### src/rtl/tx_package.sv
// NMEA sentence transmitter: buffers a host payload, then streams SOF, payload,
// optional "*HH" checksum and EOF bytes to a UART TX over valid/ready.
module tx_package #(
    parameter int          SOF_LENGTH  = 6,
    parameter logic [47:0] SOF_PATTERN = 48'h244750474741,
    parameter int          PAYLOAD_MAX = 128,
    parameter bit          CHECKSUM_EN = 1'b1,
    parameter int          EOF_LENGTH  = 2,
    parameter logic [31:0] EOF_PATTERN = 32'h00000D0A
) (
    input  logic        clk_i,
    input  logic        reset_n_i,
    input  logic        enable_i,
    input  logic        wr_en_i,
    input  logic [7:0]  wr_data_i,
    input  logic        start_i,
    input  logic        tx_ready_i,
    output logic [7:0]  tx_data_o,
    output logic        tx_datavld_o,
    output logic        busy_o,
    output logic        frame_done_o,
    output logic [10:0] frame_cnt_o,
    output logic        wr_err_o
);

    localparam int         AW       = (PAYLOAD_MAX > 1) ? $clog2(PAYLOAD_MAX) : 1;
    localparam logic [7:0] MAX_CNT  = 8'(PAYLOAD_MAX);
    localparam logic [7:0] SOF_LAST = 8'(SOF_LENGTH - 1);
    localparam logic [7:0] EOF_LAST = 8'(EOF_LENGTH - 1);

    typedef enum logic [2:0] {
        IDLE, SOF, PAYLOAD, CKS_STAR, CKS_HI, CKS_LO, EOF, DONE
    } state_t;

    state_t      state, state_nxt;
    logic [7:0]  idx, idx_nxt;
    logic [7:0]  count;
    logic [7:0]  cks;
    logic [7:0]  byte_out;
    logic [10:0] frame_cnt;
    logic        wr_err;
    logic        xfer;
    logic        wr_ok;
    logic [7:0]  mem [PAYLOAD_MAX];

    function automatic logic [7:0] hex_ascii(input logic [3:0] n);
        return (n < 4'd10) ? (8'h30 + {4'h0, n}) : (8'h37 + {4'h0, n});
    endfunction

    function automatic logic [7:0] sof_byte(input logic [7:0] i);
        return 8'(SOF_PATTERN >> (8 * (SOF_LENGTH - 1 - int'(i))));
    endfunction

    function automatic logic [7:0] eof_byte(input logic [7:0] i);
        return 8'(EOF_PATTERN >> (8 * (EOF_LENGTH - 1 - int'(i))));
    endfunction

    assign xfer  = tx_datavld_o && tx_ready_i && enable_i;
    assign wr_ok = wr_en_i && (state == IDLE) && (count < MAX_CNT);

    // Presented byte depends only on state/index, so it is inherently stable until accepted
    always_comb begin
        byte_out = 8'h00;
        case (state)
            SOF:      byte_out = sof_byte(idx);
            PAYLOAD:  byte_out = mem[idx[AW-1:0]];
            CKS_STAR: byte_out = 8'h2A;
            CKS_HI:   byte_out = hex_ascii(cks[7:4]);
            CKS_LO:   byte_out = hex_ascii(cks[3:0]);
            EOF:      byte_out = eof_byte(idx);
            default:  byte_out = 8'h00;
        endcase
    end

    always_comb begin
        state_nxt = state;
        idx_nxt   = idx;
        case (state)
            IDLE: begin
                if (start_i && enable_i) begin
                    state_nxt = SOF;
                    idx_nxt   = 8'd0;
                end
            end
            SOF: begin
                if (xfer) begin
                    if (idx == SOF_LAST) begin
                        idx_nxt = 8'd0;
                        if (count == 8'd0)
                            state_nxt = CHECKSUM_EN ? CKS_STAR : EOF;
                        else
                            state_nxt = PAYLOAD;
                    end else begin
                        idx_nxt = idx + 8'd1;
                    end
                end
            end
            PAYLOAD: begin
                if (xfer) begin
                    if (idx == count - 8'd1) begin
                        idx_nxt   = 8'd0;
                        state_nxt = CHECKSUM_EN ? CKS_STAR : EOF;
                    end else begin
                        idx_nxt = idx + 8'd1;
                    end
                end
            end
            CKS_STAR: if (xfer) state_nxt = CKS_HI;
            CKS_HI:   if (xfer) state_nxt = CKS_LO;
            CKS_LO: begin
                if (xfer) begin
                    state_nxt = EOF;
                    idx_nxt   = 8'd0;
                end
            end
            EOF: begin
                if (xfer) begin
                    if (idx == EOF_LAST) begin
                        idx_nxt   = 8'd0;
                        state_nxt = DONE;
                    end else begin
                        idx_nxt = idx + 8'd1;
                    end
                end
            end
            DONE:    if (enable_i) state_nxt = IDLE;
            default: state_nxt = IDLE;
        endcase
    end

    always_ff @(posedge clk_i or negedge reset_n_i) begin
        if (!reset_n_i) begin
            state     <= IDLE;
            idx       <= 8'd0;
            count     <= 8'd0;
            cks       <= 8'd0;
            frame_cnt <= 11'd0;
            wr_err    <= 1'b0;
        end else begin
            state  <= state_nxt;
            idx    <= idx_nxt;
            wr_err <= wr_en_i && !wr_ok;
            if (wr_ok)
                count <= count + 8'd1;
            else if (state == DONE && enable_i)
                count <= 8'd0;
            // The leading SOF byte is excluded from the NMEA checksum
            if (state == IDLE)
                cks <= 8'd0;
            else if (xfer && ((state == SOF && idx != 8'd0) || state == PAYLOAD))
                cks <= cks ^ byte_out;
            if (state == DONE && enable_i)
                frame_cnt <= frame_cnt + 11'd1;
        end
    end

    always_ff @(posedge clk_i) begin
        if (wr_ok)
            mem[count[AW-1:0]] <= wr_data_i;
    end

    assign tx_data_o    = byte_out;
    assign tx_datavld_o = (state != IDLE) && (state != DONE);
    assign busy_o       = (state != IDLE);
    assign frame_done_o = (state == DONE);
    assign frame_cnt_o  = frame_cnt;
    assign wr_err_o     = wr_err;

endmodule

### config.mk
export PLATFORM = sky130hd
export DESIGN_NAME = tx_package
export DESIGN_NICKNAME = d
export VERILOG_FILES = /design/src/rtl/tx_package.sv
export SDC_FILE = /design/constraint.sdc
export NUM_CORES = 1
export LEC_CHECK = 0
export ABC_CLOCK_PERIOD_IN_PS = 3700
export CORE_MARGIN = 2
export CORE_UTILIZATION = 55
export DETAILED_ROUTE_END_ITERATION = 8
export PLACE_DENSITY = 0.74
export SYNTH_ARGS = -nofsm -noshare
export SYNTH_HDL_FRONTEND = slang
export SYNTH_SLANG_ARGS = --single-unit
### constraint.sdc
create_clock -name clk_i -period 3.7 [get_ports clk_i]
set_input_delay 0.37 -clock clk_i [delete_from_list [all_inputs] [get_ports clk_i]]
set_output_delay 0.37 -clock clk_i [all_outputs]
set_load 0.05 [all_outputs]
Figure 1. Placed cells, one color a class.
Scale bar: 100 um.
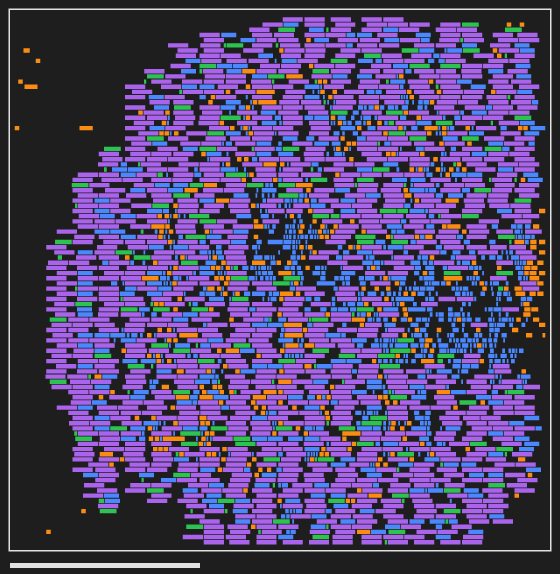
| color | class | cells | share of their area |
|---|---|---|---|
| blue | all other logic | 1,071 | 22% |
| green | clock drivers and dummy loads | 191 | 6.8% |
| purple | flip-flops | 1,063 | 64% |
| orange | other buffers and delay cells | 388 | 7.2% |
core footprint: 77,500 um2
post-layout instance area: 51,100 um2
sequential cell area share: 0.621
post-layout utilization of the core: 0.660

Figure 2. Clock network drawn from the DEF.
Scale bar: 100 um.
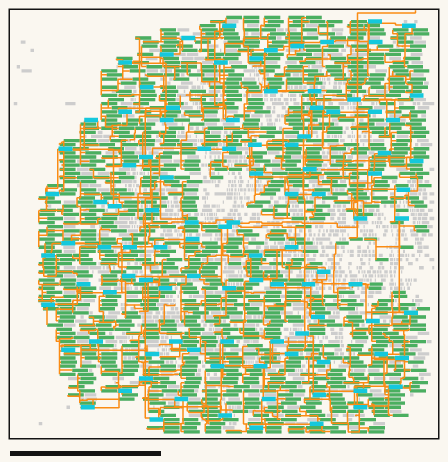
[orange] clock wires | length: 11,100 um
[green] flip-flops | count: 1,063
[cyan] cells driving clock nets | count: 103
routed clock nets: 104
flops lie: widely spread
insertion delay at the late pin of the worst-skew pair: 0.68 ns
clock network fraction of total power: 0.311
worst clock skew: 0.0288 ns
power attributed to the clock group: 10.4 mW

==> results.txt <==
Figures from the implementation reports.

- The flow ran to the end, but the final reports show violations.
- The final reports fail on setup timing.
- The width of the chip is 284 um.
- The number of enable-type register cells in the synthesized netlist reads 1,024.
- The critical register-to-register path startpoint reads state[1]$_DFFE_PN0P_.
- After filler insertion, the fill cell instance count of the layout stands at 4,949.
- The endpoint of the most critical register-to-register path reads idx[2]$_DFFE_PN0P_.
- The least setup slack across all paths after layout reads -0.350 ns.
- The port buffer count is 36.
- The number of synthesis warnings is 0.
- Per the log, the first TritonRoute iteration ended with a DRC count of 3,922.
- The cell-internal power reads 23.5 mW.
- The global-route wire length before repair reads 165,000 um.
- Yosys instantiated no cell more often than edfxtp_1.
- Routability-driven placement finished with a final weighted congestion of 0.976.
- The yosys cell count reads 2,266.
- The sequential share of power reads 0.402.
- The total leakage power reads 16.7 nW.
- The most area-hungry cell class in the final design reads registers.
- The global routing report lists met2 layer usage as 0.441.
- According to the report, the first pass of detailed routing completed in 8 iterations.
- The number of slew-limit violations in the final report reads 0.
- Multi-input combinational cells in the finished layout were counted as 1,049.
- The total global-route track usage reads 0.282.
- The number of maximum-capacitance violations reads 0.
- The via count of the first global-routing pass is 24.3k.
- In the final layout, the share of cells above drive strength 1 is 0.318.
- For the pin with the worst max-slew slack, the measured transition is 1.30 ns.
- The number of antenna violations at the first check in global routing is 2.
- Summed over all nets, the switching power comes to 10.0 mW.
- The number of ordinary inverters in the final layout is 22.
- The portion of the clock cycle consumed by the worst path in the final layout reads 1.09.
- The buffer share of cell area is 0.0706.
- Looking at the worst setup and hold paths, the clock pins of their registers show a slew of 0.06 ns.
- The area of the multi-input gates reads 11,000 um2.
- The cell count after synthesis reads 2,266.
- For reference, the post-synthesis area per instance comes to 19.0 um2.
- Per the layout area report, the combinational fraction of cell area is 0.216.
- The mean routed wirelength per cell is 30.4 um.
- The synthesis report lists the most area-consuming cells as edfxtp_1, mux4_2, dfrtp_1.
- Post-synth the commonest register cell is edfxtp_1.
- The worst setup slack after placement reads 0.0293 ns.
- The cell count of the worst hold path is 1.
- The number of well-tap cells placed is 1,040.
- Setup repair after global routing could not meet its margin everywhere.
- For this run, asynchronously set or reset flops after synthesis account for 0.0367.
- The setup violation total in the final timing report is 8.
- The part of the Yosys area used for sequential elements reads 0.737.
[cells in the final DEF (no fill, tap or decap), types with 8 or more instances in the layout]
master           netlist  routed
clkbuf_1              48      16
dfrtp_1               39      36
clkinv_1               3      28
nor3_1                11      11
ha_1                  17      17
a211oi_1              10       8
nand2_1               97      95
clkbuf_16              0     107
a221oi_1              13       9
mux4_2               237     237
mux2i_1               94      79
bufinv_16              0      10
o22ai_2                0      11
o22ai_1               33      20
buf_6                 12      14
a21oi_1               36      33
inv_1                 18      17
o21ai_0               48      34
clkdlybuf4s50_1        0      19
clkinv_2               0      23
nand3_1               34      30
a31oi_1               11      11
edfxtp_1            1024    1024
buf_4                 29     309
nor2_1               174     174
xnor2_1               19      19
or2_2                 11       9
o21ai_1                4      13
buf_12                 1      27
o211ai_1              10      10
nor2b_1               19      18
a22oi_2                0      10
nand4_1               11      11
mux2i_4                0       9
a22oi_1               23      13
[kinds of logic after synthesis]
logic type | share of synthesized area
buffers and inverters | 0.0194
flip-flops | 0.737
AND/OR/NAND/NOR | 0.0459
AND-OR/OR-AND | 0.0403
XOR/XNOR | 0.00488
multiplexers | 0.148
adder cells (fa/ha/maj) | 0.00494
[sequential cells by signal (all words and copies together), names as in the netlist]
register,count
count,8
mem,1024
cks,8
wr_err_o,1
frame_cnt_o,11
idx,8
state,3
[power groups by stage]
stage	logic (mW)	registers, mW	clock network [mW]
floorplan	5.34	13.7	0
global placement	8.05	13.8	0
detailed placement	8.14	13.8	0
CTS	9.08	13.5	10.5
global route	10.0	13.5	10.9
finish	9.63	13.5	10.4
[what timing repair did]
item	CTS	global route
pin swaps	21	19
gates cloned	4	3
hold buffers	2	0
setup endpoints to repair	8	8
resized	118	39
buffers inserted	38	21
hold endpoints to repair	44	0
[layer usage]
| metal | vias to the layer above | part of all wire |
|---|---|---|
| met5 | - | 0.00020 |
| met2 | 1586 | 0.48 |
| met1 | 12600 | 0.37 |
| li1 | 9967 | - |
| met4 | 4 | 0.039 |
| met3 | 289 | 0.11 |
[worst max-delay path, cell delays in order, from the launching register on]
cell and delay (ns):
dfrtp_4 0.56, buf_6 0.15, buf_6 0.11, buf_12 0.12, mux4_2 0.55, o211ai_1 0.33
a32oi_2 0.18, o41ai_2 0.37, buf_4 0.17, nor2b_1 0.04, or2_4 0.25, buf_8 0.16
[through the flow]
step | cells | utilization
floorplan | 2266 | -
global placement | 3496 | 0.598
detailed placement | 3496 | 0.598
CTS | 3731 | 0.655
global route | 3753 | 0.660
finish | 3753 | 0.660
[worst max-delay path by stage]
stage | start | end | slack (ns) | cells after the start
after floorplan | idx[1]$_DFFE_PN0P_ | cks[7]$_DFFE_PN0P_ | 0.28 | 11
after global placement | idx[0]$_DFFE_PN0P_ | tx_data_o[4] | 0.12 | 9
after detailed placement | idx[0]$_DFFE_PN0P_ | tx_data_o[4] | 0.03 | 9
after CTS | idx[0]$_DFFE_PN0P_ | tx_data_o[4] | -0.30 | 10
after global routing | idx[0]$_DFFE_PN0P_ | tx_data_o[2] | -0.36 | 11
final | idx[0]$_DFFE_PN0P_ | tx_data_o[2] | -0.35 | 11
Power figures rest on the tool's default switching activity, not on a simulated workload.
